layer_met1.png
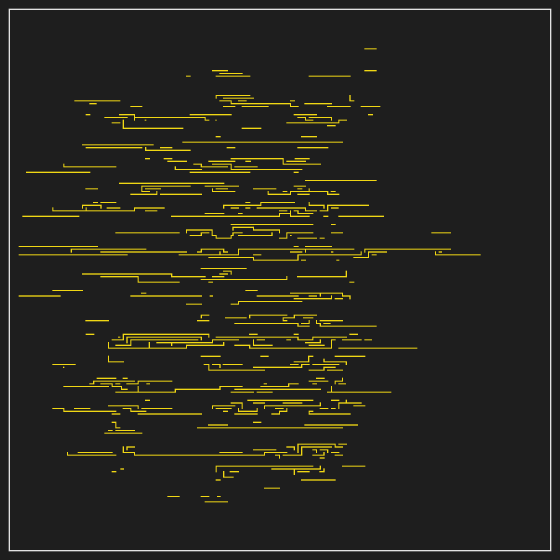
placement_by_type.png
Fill, decap, tap and diode cells in grey.
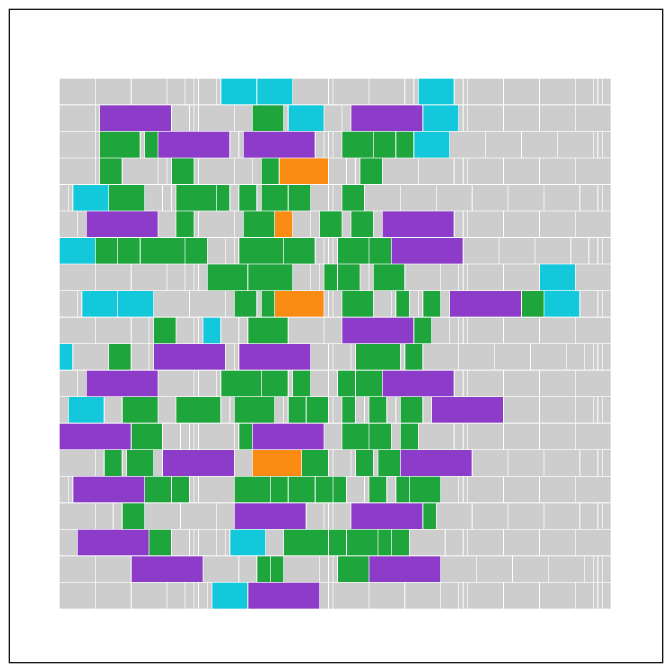
clocks.png
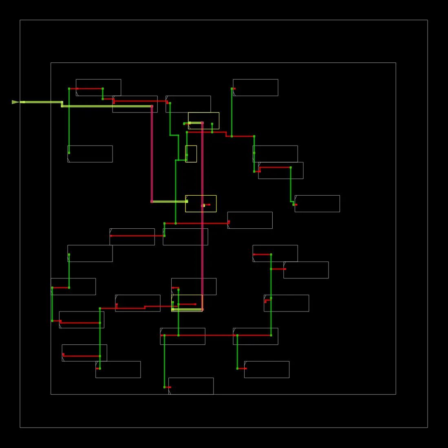
$ cat config.mk
export PLATFORM = sky130hd
export DESIGN_NAME = pll_lock_monitor
export DESIGN_NICKNAME = d
export VERILOG_FILES = /design/src/rtl/pll_mon_pkg.sv /design/src/rtl/sync_bit.sv /design/src/rtl/pll_lock_monitor.sv
export SDC_FILE = /design/constraint.sdc
export NUM_CORES = 1
export LEC_CHECK = 0
export CAP_MARGIN = 20
export CORE_MARGIN = 5
export CORE_UTILIZATION = 35
export CTS_BUF_LIST = sky130_fd_sc_hd__clkbuf_8
export CTS_CLUSTER_DIAMETER = 200
export CTS_CLUSTER_SIZE = 20
export DETAILED_ROUTE_END_ITERATION = 12
export GPL_TIMING_DRIVEN = 0
export HOLD_SLACK_MARGIN = 0.08
export MAX_ROUTING_LAYER = met4
export SLEW_MARGIN = 20
export SYNTH_ARGS = -nofsm -noshare
export SYNTH_HDL_FRONTEND = slang
export SYNTH_SLANG_ARGS = --single-unit
export TNS_END_PERCENT = 5
$ cat constraint.sdc
create_clock -name CLOCK_200 -period 4.2 [get_ports CLOCK_200]
set_input_delay 0.84 -clock CLOCK_200 [delete_from_list [all_inputs] [get_ports CLOCK_200]]
set_output_delay 0.84 -clock CLOCK_200 [all_outputs]
set_load 0.01 [all_outputs]
$ cat src/rtl/pll_mon_pkg.sv
// Shared types and default constants for the PLL lock monitor.
package pll_mon_pkg;

  typedef enum logic [1:0] {
    ST_WAIT_LOCK = 2'd0,
    ST_STABILIZE = 2'd1,
    ST_RUN       = 2'd2,
    ST_ILLEGAL   = 2'd3
  } pll_state_e;

  localparam int PLL_MON_SYNC_STAGES   = 2;
  localparam int PLL_MON_STABLE_CYCLES = 1024;
  localparam int PLL_MON_CNT_W         = 8;

endpackage

$ cat src/rtl/sync_bit.sv
// N-stage single-bit synchroniser, synchronously cleared to 0.
module sync_bit #(
  parameter int N = 2
) (
  input  logic i_clk,
  input  logic i_rst,
  input  logic i_d,
  output logic o_q
);

  logic [N-1:0] r_chain;

  // shift chain; i_d only ever lands in stage 0
  always_ff @(posedge i_clk) begin
    if (i_rst) begin
      r_chain <= '0;
    end else begin
      r_chain <= {r_chain[N-2:0], i_d};
    end
  end

  assign o_q = r_chain[N-1];

endmodule

$ cat src/rtl/pll_lock_monitor.sv
// Holds system reset until PLL lock has been stable long enough; tracks lock losses.
module pll_lock_monitor
  import pll_mon_pkg::*;
#(
  parameter int SYNC_STAGES   = PLL_MON_SYNC_STAGES,
  parameter int STABLE_CYCLES = PLL_MON_STABLE_CYCLES,
  parameter int CNT_W         = PLL_MON_CNT_W
) (
  input  logic             CLOCK_200,
  input  logic             reset,
  input  logic             locked,
  input  logic             clear_lost,
  output logic             sys_reset,
  output logic             ready,
  output logic             lock_lost,
  output logic [CNT_W-1:0] loss_count,
  output logic [1:0]       state
);

  localparam int            CW       = $clog2(STABLE_CYCLES);
  localparam logic [CW-1:0] CNT_LAST = CW'(STABLE_CYCLES - 1);
  localparam logic [CNT_W-1:0] LOSS_MAX = '1;

  logic             w_locked_s;
  pll_state_e       r_state;
  pll_state_e       w_next_state;
  logic [CW-1:0]    r_cnt;
  logic [CW-1:0]    w_cnt_next;
  logic             w_loss_event;
  logic             r_sys_reset;
  logic             r_ready;
  logic             r_lock_lost;
  logic [CNT_W-1:0] r_loss_count;

  sync_bit #(.N(SYNC_STAGES)) u_sync_locked (
    .i_clk (CLOCK_200),
    .i_rst (reset),
    .i_d   (locked),
    .o_q   (w_locked_s)
  );

  // next-state and stability count; the WAIT->STABILIZE edge already counts as
  // one stable cycle so release lands exactly SYNC_STAGES+STABLE_CYCLES edges in
  always_comb begin
    w_next_state = r_state;
    w_cnt_next   = r_cnt;
    w_loss_event = 1'b0;
    case (r_state)
      ST_WAIT_LOCK: begin
        if (w_locked_s) begin
          w_next_state = ST_STABILIZE;
          w_cnt_next   = CW'(1'b1);
        end else begin
          w_cnt_next   = '0;
        end
      end
      ST_STABILIZE: begin
        if (!w_locked_s) begin
          w_next_state = ST_WAIT_LOCK;
          w_cnt_next   = '0;
        end else if (r_cnt == CNT_LAST) begin
          w_next_state = ST_RUN;
          w_cnt_next   = '0;
        end else begin
          w_cnt_next   = r_cnt + CW'(1'b1);
        end
      end
      ST_RUN: begin
        w_cnt_next = '0;
        if (!w_locked_s) begin
          w_next_state = ST_WAIT_LOCK;
          w_loss_event = 1'b1;
        end else begin
          w_next_state = ST_RUN;
        end
      end
      default: begin
        w_next_state = ST_WAIT_LOCK;
        w_cnt_next   = '0;
      end
    endcase
  end

  // state, counter and registered outputs
  always_ff @(posedge CLOCK_200) begin
    if (reset) begin
      r_state      <= ST_WAIT_LOCK;
      r_cnt        <= '0;
      r_sys_reset  <= 1'b1;
      r_ready      <= 1'b0;
      r_lock_lost  <= 1'b0;
      r_loss_count <= '0;
    end else begin
      r_state     <= w_next_state;
      r_cnt       <= w_cnt_next;
      r_sys_reset <= (w_next_state != ST_RUN);
      r_ready     <= (w_next_state == ST_RUN);
      // a loss on the same edge as clear_lost keeps the flag set
      if (w_loss_event) begin
        r_lock_lost <= 1'b1;
      end else if (clear_lost) begin
        r_lock_lost <= 1'b0;
      end else begin
        r_lock_lost <= r_lock_lost;
      end
      if (w_loss_event && (r_loss_count != LOSS_MAX)) begin
        r_loss_count <= r_loss_count + CNT_W'(1'b1);
      end else begin
        r_loss_count <= r_loss_count;
      end
    end
  end

  assign sys_reset  = r_sys_reset;
  assign ready      = r_ready;
  assign lock_lost  = r_lock_lost;
  assign loss_count = r_loss_count;
  assign state      = r_state;

endmodule

==> run notes <==
Implementation status.

- Looking at the group totals, the largest power group turns out to be sequential cells.
- The type of element capturing the critical path is a primary output.
- The share of total power dissipated in combinational logic is 2.3%.
- The synthesized area is roughly 1100 sq um.
- For the finished layout, the period the worst path requires is 2.23 ns.
- The synthesized netlist was found by Yosys to have about 120 cells.
- In the global route stage, overall resource usage came out at about an eighth.
- For reference, the top logic cell family by area is simple AND/OR/NAND/NOR gates.
- Once layout is complete, the utilization of the core stands at 44.9%.
- The leakage component of the power is 0.474 nW.
- Listed in order, past its start point the critical path passes clkdlybuf4s50_1.
- The total wire length after detailed routing is ~2.3 mm.
- The final routed wire length divided by cell count is 12.8 microns.
- The clock passes through at most 2 buffers.
- The switching component of the power was reported as 0.0838 mW.
- The pin count of the biggest net entering global routing is 15.
- The via count is 938.
- In this run the horizontal extent of the chip is ~67 microns.
- Per the detail_route report, DRC violations left total 0.
- The number of warnings reported in the yosys synthesis log is 0.
- In the floorplan report the effective utilization is 36.7%.
- The remaining global-route overflow is 0.
- The synthesized net count is 123.
- The share of final-layout standard cells stronger than drive strength 1 is under 10%.
- The measured slew at the worst slew-check pin is 0.609 ns.
- Power spread over the standard cell area amounts to around 280 nW/um^2.
- For the worst setup path, the data required time is between 3 and 4 ns.
- The most frequent logic cell in the layout is sky130_fd_sc_hd__dfxtp_1.
- The remaining number of nets flagged by the antenna check after routing is 0.
- The cell internal power dissipation is 0.310 mW.
- The number of buffers and inverters on the critical path is 1.
- The first-pass GRT wire length is 3.95 mm.
- The number of warnings in the stage logs is 26.
- The pre-antenna-repair detailed-routing pass consisted of 4 iterations.
- The CTS clock-pin slew for the worst setup and hold paths is around 0.09 ns.
- The count of max-cap constraint violations is 0.
- The multiplexer fraction of the synthesized cell area is under 10%.
- The post-layout instance area is 1380 sq um.
- Checking hold timing, the worst path is listed with class flop to flop.
- The part of the total power dissipated in the clock network is roughly 37%.
- The post-cts hold-fix buffer tally is 0.
- After Yosys synthesis, XOR and XNOR cells account for 2.32% of the synthesized area.
- The commonest register cell after synthesis is sky130_fd_sc_hd__dfxtp_1.
- On the critical path, the stage with the largest delay is an instance of sky130_fd_sc_hd__clkdlybuf4s50_1.
- Summing the sequential cell areas from Yosys gives 44.2% of the chip area.
- Per the CTS log, the maximum H-tree level is 1.
- The clock tree from TritonCTS is done.
- The via count of the first global-routing pass is about 880.
- The floorplan has 20 rows.
- The count of input and output buffers is 15.
- The die covers 4470 sq um.
- The die is ~67 microns tall.
- The aggregate negative setup slack is 0 ns.
- At the worst endpoint, the arrival time is 1.39 ns.
- The cell count after placement is 176.
- The synthesis area per yosys is about 1100 sq um.
- The initial antenna violation count was 0.
- The layout net count is 143.
- Note, the detailed placer reported a final HPWL of 1.68 mm.
- In this run, post-CTS repair resized a total of 0 instances.
- The switching part of the total power is a little over a fifth.
- The delay contributed by the slowest stage of the critical path is 0.61 ns.
- After its last routability iteration, the placer logged a weighted congestion of 0.807.
- The share of flip-flops with an asynchronous set or reset is 0%.
- The critical path is of the flop to primary output type.
- In this run the number of cells on the critical path is 1.
- The number of enable-type register cells in the synthesized netlist is 0.
- In this run the cell area measured after placement is 1340 sq um.
- The post-route clock period utilization is 53.1%.
- The power dissipated in combinational cells is 0.00910 mW.
- The library cell used as clock root buffer is sky130_fd_sc_hd__clkbuf_8.
- Synthesis produced a netlist whose cell count is 117.
- The core outline area is a little over 3000 sq um.
- The kind of cell with the highest combined delay on the critical path is buffers and inverters.
- The synthesized-area fraction occupied by ao, oa, aoi and oai cells is 15.7%.
- Looking at the VDD voltage map, the peak drop is 0.000179 V.
- Overall power consumption after layout is estimated at 0.394 mW.
- Ranking logic cells in the layout by count gives the top entries 25 x sky130_fd_sc_hd__dfxtp_1, 15 x sky130_fd_sc_hd__clkdlybuf4s50_1, 10 x sky130_fd_sc_hd__a21oi_1.
- The flow ran to the end, and the final reports show no timing, DRC or antenna violations.
- The final worst clock skew is 0.00137 ns.
- After the first detailed-routing iteration, the DRC count stood at 9.
- Setup repair after global routing left no endpoint under its margin.
- The synthesized flop and latch total is 25.
- The fraction of the mapped netlist area in adder cells is about 2.2%.
- Per the final timing report, the hold violations number 0.
- The number of vias per cell is 5.21.
- The fmax is 448 MHz.
- The fraction of the mapped netlist area in simple logic gates is 29.9%.
- The final cell count without fillers is 180.
- The clock sink count is 25.
Notes on layer_met1.png above:
longest straight run: 19.8 microns
share of all routed wire: 50%
main direction: horizontal

Notes on placement_by_type.png above:
| colour | class | cells | share of their area |
|---|---|---|---|
| green | combinational and other logic | 90 | 47% |
| purple | flops | 25 | 38% |
| orange | clock drivers and dummy loads | 4 | 3.5% |
| cyan | other buffers and delay cells | 17 | 12% |

Notes on clocks.png above:
number of clock buffers inserted by TritonCTS: 3
Clock Latency Late Sink: 0.27 ns
Clock net power: 0.144 mW

==> area by class of cell <==
cell class	count	area (sq um)
inverters	3	11.3
multi-input cells	87	611
fillers	305	1700
well taps	44	55.1
clock buffers	3	41.3
repair buffers	15	150
flip-flops and latches	25	500
clock inverters	1	5.00
plain buffers	2	8.76
==> routing by layer <==
metal  vias to the layer above  share of wire [%]  global-route usage [%]
met5                         -                  0                       -
met4                         0                2.0                    5.33
met1                       439                 50                    14.8
li1                        474                  -                       -
met2                        20                 44                    18.3
met3                         5                3.6                    2.19
==> synthesized netlist by cell type, types with 2 or more instances <==
cell / number / area (sq um)
sky130_fd_sc_hd__nand3_1: 5 / 25.0
sky130_fd_sc_hd__a41oi_1: 2 / 17.5
sky130_fd_sc_hd__inv_1: 3 / 11.3
sky130_fd_sc_hd__a21o_1: 2 / 15.0
sky130_fd_sc_hd__and3_1: 3 / 18.8
sky130_fd_sc_hd__and2_1: 2 / 12.5
sky130_fd_sc_hd__or3_1: 3 / 18.8
sky130_fd_sc_hd__nand2_1: 3 / 11.3
sky130_fd_sc_hd__nor3_1: 2 / 10.0
sky130_fd_sc_hd__a311oi_1: 2 / 17.5
sky130_fd_sc_hd__nand4bb_1: 2 / 22.5
sky130_fd_sc_hd__nor2_1: 7 / 26.3
sky130_fd_sc_hd__xor2_1: 2 / 17.5
sky130_fd_sc_hd__nand2b_1: 3 / 18.8
sky130_fd_sc_hd__a31oi_1: 2 / 12.5
sky130_fd_sc_hd__or4_1: 2 / 15.0
sky130_fd_sc_hd__o21ai_0: 3 / 15.0
sky130_fd_sc_hd__and4_1: 2 / 17.5
sky130_fd_sc_hd__ha_1: 2 / 25.0
sky130_fd_sc_hd__dfxtp_1: 25 / 500
sky130_fd_sc_hd__nor2b_1: 7 / 43.8
sky130_fd_sc_hd__a21oi_1: 10 / 50.1
sky130_fd_sc_hd__mux2_1: 3 / 33.8
sky130_fd_sc_hd__o31ai_1: 3 / 22.5
==> logic make-up after synthesis <==
kind of cell,after synthesis
flops,25
buf+inv,5
xor+xnor,3
compound gates,27
simple gates,51
mux,4
fa+ha+maj,2
==> final timing paths <==
| path | startpoint | end | slack [ns] |
|---|---|---|---|
| min reg2reg | u_sync_locked.r_chain[0] | u_sync_locked.r_chain[1] | 0.44 |
| max | state[0] | state[0] | 1.97 |
| min | u_sync_locked.r_chain[0] | u_sync_locked.r_chain[1] | 0.44 |
| max reg2reg | r_cnt[0] | r_cnt[3] | 2.42 |
==> worst register-to-register path, stage by stage (launching register included) <==
cell and delay (ns):
sky130_fd_sc_hd__dfxtp_1 0.40, sky130_fd_sc_hd__ha_1 0.26, sky130_fd_sc_hd__nand4_1 0.27, sky130_fd_sc_hd__o31ai_1 0.63, sky130_fd_sc_hd__nor2_1 0.10
==> stage by stage <==
step / worst slack (ns) / hold slack [ns]
after CTS: 1.95 / 0.451
after floorplan: 2.46 / 0.414
after global placement: 2.28 / 0.417
final: 1.97 / 0.445
after global routing: 1.90 / 0.471
after detailed placement: 2.26 / 0.430
==> sequential cells by signal, indices dropped and copies added, names as in the netlist <==
signal,cells
lock_lost,1
u_sync_locked.r_chain,2
ready,1
state,2
r_cnt,10
sys_reset,1
loss_count,8
Power is estimated from default activity; no workload was simulated.
